### config.mk
export PLATFORM = sky130hd
export DESIGN_NAME = port_input_debouncer
export DESIGN_NICKNAME = d
export VERILOG_FILES = /design/src/rtl/jzjcoref_io_pkg.sv /design/src/rtl/debounce_bit.sv /design/src/rtl/port_input_debouncer.sv
export SDC_FILE = /design/constraint.sdc
export NUM_CORES = 1
export LEC_CHECK = 0
export ABC_AREA = 1
export CORE_MARGIN = 1.5
export CORE_UTILIZATION = 30
export DETAILED_ROUTE_END_ITERATION = 16
export PLACE_DENSITY_LB_ADDON = 0.15
export SLEW_MARGIN = 30
export SYNTH_ARGS = -nofsm -noshare
export SYNTH_HDL_FRONTEND = slang
export SYNTH_SLANG_ARGS = --single-unit
### constraint.sdc
create_clock -name clock -period 3.7 [get_ports clock]
set_input_delay 0.74 -clock clock [delete_from_list [all_inputs] [get_ports clock]]
set_output_delay 0.74 -clock clock [all_outputs]
set_load 0.1 [all_outputs]
### src/rtl/jzjcoref_io_pkg.sv
`default_nettype none
// +----------------------------------------------------------------------------+
// | Package    : jzjcoref_io_pkg                                               |
// | Description: Shared constants and helpers for JZJCoreF board I/O logic.    |
// | Revision   : 1.0 - initial release                                         |
// +----------------------------------------------------------------------------+
package jzjcoref_io_pkg;

    localparam int CLOCK_HZ                = 50000000;
    localparam int DEFAULT_SYNC_STAGES     = 2;
    localparam int DEFAULT_DEBOUNCE_CYCLES = 500000;

    // Number of core clock cycles spanning the given number of milliseconds.
    function automatic int debounce_cycles(input int ms);
        return (CLOCK_HZ / 1000) * ms;
    endfunction

endpackage
`default_nettype wire

### src/rtl/debounce_bit.sv
`default_nettype none
// +----------------------------------------------------------------------------+
// | Module     : debounce_bit                                                  |
// | Description: One input bit: synchroniser, stability-window debouncer and   |
// |              registered rise/fall pulses.                                  |
// | Revision   : 1.0 - initial release                                         |
// +----------------------------------------------------------------------------+
module debounce_bit #(
    parameter int SYNC_STAGES     = 2,
    parameter int DEBOUNCE_CYCLES = 4
) (
    input  logic clock,
    input  logic notReset,
    input  logic rawIn,
    output logic debounced,
    output logic risePulse,
    output logic fallPulse
);

    localparam int                     c_COUNT_W = $clog2(DEBOUNCE_CYCLES + 1);
    localparam logic [c_COUNT_W-1:0]   c_LAST    = c_COUNT_W'(DEBOUNCE_CYCLES - 1);
    localparam logic [c_COUNT_W-1:0]   c_ONE     = c_COUNT_W'(1);

    if (SYNC_STAGES < 2) begin : g_bad_sync_stages
        $error("debounce_bit: SYNC_STAGES must be >= 2");
    end
    if (DEBOUNCE_CYCLES < 1) begin : g_bad_debounce_cycles
        $error("debounce_bit: DEBOUNCE_CYCLES must be >= 1");
    end

    logic [SYNC_STAGES-1:0] r_sync;
    logic [c_COUNT_W-1:0]   r_count;
    logic                   r_debounced;
    logic                   r_rise;
    logic                   r_fall;
    logic                   w_synced;

    assign w_synced  = r_sync[SYNC_STAGES-1];
    assign debounced = r_debounced;
    assign risePulse = r_rise;
    assign fallPulse = r_fall;

    always_ff @(posedge clock or negedge notReset) begin
        if (!notReset) begin
            r_sync      <= '0;
            r_count     <= '0;
            r_debounced <= 1'b0;
            r_rise      <= 1'b0;
            r_fall      <= 1'b0;
        end else begin
            r_sync <= {r_sync[SYNC_STAGES-2:0], rawIn};
            r_rise <= 1'b0;
            r_fall <= 1'b0;
            // Any return to the accepted level restarts the stability window.
            if (w_synced == r_debounced) begin
                r_count <= '0;
            end else if (r_count == c_LAST) begin
                r_debounced <= w_synced;
                r_count     <= '0;
                r_rise      <= w_synced;
                r_fall      <= ~w_synced;
            end else begin
                r_count <= r_count + c_ONE;
            end
        end
    end

endmodule
`default_nettype wire

### src/rtl/port_input_debouncer.sv
`default_nettype none
// +----------------------------------------------------------------------------+
// | Module     : port_input_debouncer                                          |
// | Description: Conditions raw board inputs for JZJCoreF port E; one          |
// |              independent debounce_bit per input.                           |
// | Revision   : 1.0 - initial release                                         |
// +----------------------------------------------------------------------------+
module port_input_debouncer
    import jzjcoref_io_pkg::*;
#(
    parameter int WIDTH           = 4,
    parameter int SYNC_STAGES     = DEFAULT_SYNC_STAGES,
    parameter int DEBOUNCE_CYCLES = DEFAULT_DEBOUNCE_CYCLES
) (
    input  logic             clock,
    input  logic             notReset,
    input  logic [WIDTH-1:0] rawIn,
    output logic [WIDTH-1:0] debounced,
    output logic [WIDTH-1:0] risePulse,
    output logic [WIDTH-1:0] fallPulse
);

    for (genvar i = 0; i < WIDTH; i++) begin : g_bit
        debounce_bit #(
            .SYNC_STAGES     (SYNC_STAGES),
            .DEBOUNCE_CYCLES (DEBOUNCE_CYCLES)
        ) u_debounce_bit (
            .clock     (clock),
            .notReset  (notReset),
            .rawIn     (rawIn[i]),
            .debounced (debounced[i]),
            .risePulse (risePulse[i]),
            .fallPulse (fallPulse[i])
        );
    end

endmodule
`default_nettype wire
cell_density.png
13 x 13 tiles, from dark blue (low) to red (high), 0 to 100% covered.
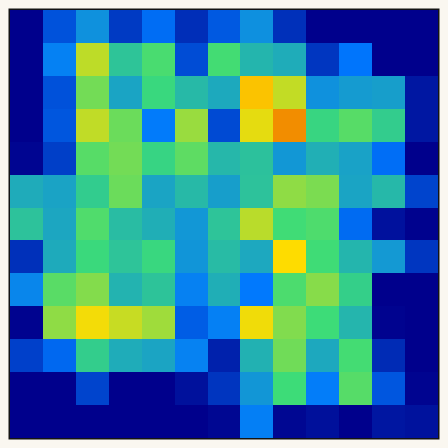
mean over tiles: 31%
tiles over 75% full: 1.2%
fullest tile: 84%
nearly empty tiles: 20%
core area: 16800 µm²
Layout Utilization: 0.347
Initial Utilization: 0.310

wires.png
Scale bar: 50 µm.
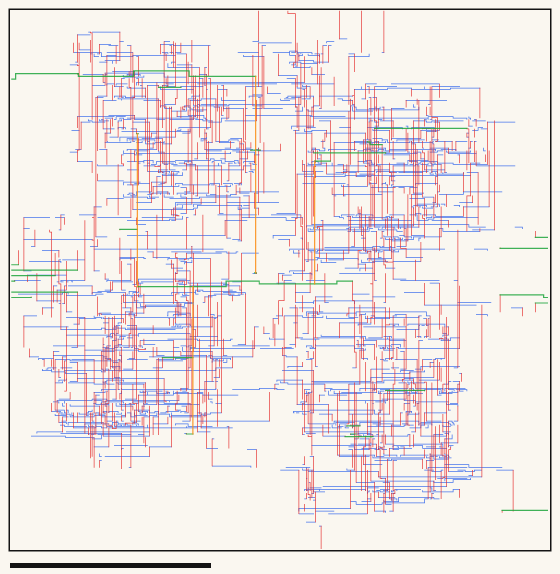
[metal 3] green | wire length: 306 µm
[metal 4] orange | wire length: 154 µm
[metal 2] red | wire length: 5000 µm
[metal 1] blue | wire length: 5570 µm
WL per Instance: 11.8 µm
routed vias: 4121

congestion.png
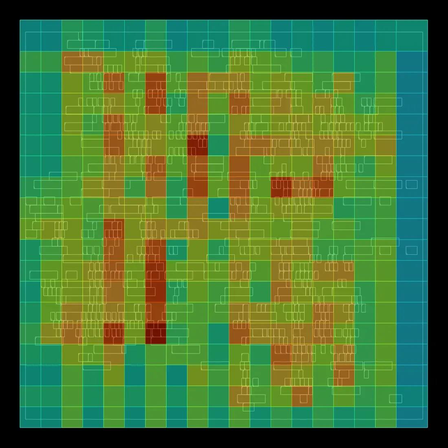
grt met1 use: 0.180
met2 usage: 0.212

clk_routes.png
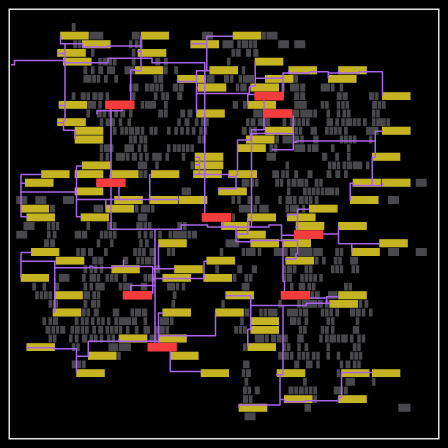
[clock wires] purple | length: 1340 µm
[flip-flops] yellow | count: 96
[clock drivers] red | count: 9
flops lie: widely spread

[sequential cells by signal (all words and copies together), names as in the netlist]
signal                          flops
g_bit.u_debounce_bit.fallPulse      4
g_bit.u_debounce_bit.debounced      4
g_bit.u_debounce_bit.r_sync         8
g_bit.u_debounce_bit.r_count       76
g_bit.u_debounce_bit.risePulse      4
[through the flow]
| stage | hold slack, ps | power, W | util | setup WS, ps | area [µm²] |
|---|---|---|---|---|---|
| global route | 359 | 0.00210 | 0.347 | 1010 | 5820 |
| floorplan | 331 | 0.00112 | - | 2290 | 5190 |
| CTS | 354 | 0.00206 | 0.347 | 1040 | 5820 |
| detailed placement | 339 | 0.00117 | 0.331 | 1420 | 5550 |
| finish | 349 | 0.00202 | 0.347 | 1060 | 5820 |
| global placement | 336 | 0.00117 | 0.331 | 1430 | 5550 |
[power by group through the flow]
| stage | registers (W) | logic [W] | clock network, W |
|---|---|---|---|
| floorplan | 0.00109 | 0.0000326 | 0 |
| global placement | 0.00109 | 0.0000721 | 0 |
| detailed placement | 0.00109 | 0.0000737 | 0 |
| CTS | 0.00107 | 0.0000742 | 0.000912 |
| global route | 0.00108 | 0.0000831 | 0.000942 |
| finish | 0.00107 | 0.0000700 | 0.000880 |
[metal layers]
metal  global-route usage  routed length (µm)  vias up
met2                0.212                5000       37
met3               0.0233                 306       10
met4               0.0502                 154        0
met1                0.180                5570     1924
li1                     -                   -     2150
met5                    0                   0        -
[layout by cell type (no fill, tap or decap), drive strengths merged]
master	instances
nand4	4
o21bai	3
nor3	14
xor2	21
and2	3
inv	78
and3	2
xnor2	13
nand2	134
nor3b	4
clkinvlp	1
ha	4
clkdlybuf4s50	16
clkbuf	12
nand3	51
nand3b	1
a21oi	17
o21ai	12
buf	3
clkinv	2
dfrtp	96
nor2	220
==> flow_summary.toml <==
# synthesis and place-and-route metrics
[finish]
combGateArea_um2 = 2390
layout-drive-gt1-share = 0.0759
seq_share = 0.413
layout.cells.non_filler = 931
seqCellArea_um2 = 2400
clk_share = 0.0471
fill_cells = 1766
multiInputCombCellCount = 503
num-nonclk-buffers = 19
area_growth_pct = 12.2
nonClkBufAreaFrac = 0.0320
seq_cell_count = 96
top_area_cell_class = "sequential cells"
nClkBuffers = 12
finalNetCount = 717
inv_count = 78
num_antenna_cells = 0

[place]
place.gp.congestion = 0.832
portBuffers = 17
dp_hpwl_um = 8160

[outcome]
status = "completed"

[yosys]
fa_ha_area_frac = 0.00964
fp_nets = 701
avgSynthCellArea_um2 = 7.51
async_flop_share = 1.00
most_common_cell = "nor2_1"
seq_area_frac_synth = 0.463
synth_area_um2 = 5190
topCellsByArea = "dfrtp_1 46%, nor2_1 15%, nand2_1 8.8%, inv_1 5.5%, nand3_1 4.6%"
ys.flops = 96
synthXorXnorAreaFrac = 0.0574
yosys.area.top_type = "dfrtp_1"
edf_count = 0
synth_stat.cells = 691
topCombFamilyByArea = "simple AND/OR/NAND/NOR gates"
yosys-top-cells-count = "202 x nor2_1, 122 x nand2_1, 96 x dfrtp_1"
ys_sh_simple = 0.361
synth_top_area_share = 0.463
yosysWarningCount = 0

[timing]
fin_crit_sh = 0.713
slew-limit-headroom = 0.348
rsz0062_at_grt = "false"
fmax_ghz = 0.379
fin_worst_skew_ps = 10.4
min_period_ps = 2640
hold_viol_final = 0
worstMarginPinSlew_ps = 976

[clock_network]
clk_latency_ps = 350
cts.path.max_buffers = 2
cts.hold.buffers_added = 0
clkTransAtPathRegs_ps = 70
cts_setup_buffers = 0
clock-sinks = 96
cts_tree = "yes"
htree_num_levels = 3
clockRootBuffer = "clkbuf_16"
cts_made_buffers = 9

[power]
p_int_w = 0.00157
p_comb_frac = 0.035
clkPwrFrac = 0.435
p_seq_frac = 0.531
ir_drop_mv = 0.216
swShare = 0.224

[floorplan]
fp.dieH_um = 135
num_io_pins = 18
rows = 47
die_w_um = 135
chipArea_um2 = 18100
taps = 220

[global_route]
antenna_found_initial = 0
grt_max_degree = 79
grt_pass1_wl_um = 19200
grt.overflow.total = 0
grt_pass1_vias = 4054

[worst_setup_path]
worst-path-stages = 1
cp-end-kind = "output port"
worstSetupPathType = "flop to output port"
reg2reg_depth = 6
reg2reg_from = "g_bit[1].u_debounce_bit.debounced$_DFFE_PN0P_"
rrSetupSlack_ps = 2060
path_max_fanout = 4
crit_required_ps = 2960
cp.arrival_ps = 1900
slowest_delay_ps = 1150
cp-startpoint = "g_bit[1].u_debounce_bit.debounced$_DFFE_PN0P_"
cp_cell_sequence = "clkdlybuf4s50_1"
crit_end = "debounced[1]"
crit_buf_inv = 1
cp-start-kind = "flop"
crit_family = "buffers and inverters"

[flow_run]
warnings = 26
drv_cap = 0

[route]
drcViolationCount = 0
drtIter0Drc = 194
first_pass_iters = 5
totalWireLength_um = 11000
vias_per_cell = 4.43
ant_nets = 0

[min_path]
whs_endpoint = "g_bit[2].u_debounce_bit.r_sync[1]$_DFF_PN0_"
min_from = "g_bit[2].u_debounce_bit.r_sync[0]$_DFF_PN0_"
hold_depth = 0
No activity file was given, so power comes from the tool's default toggle rates.
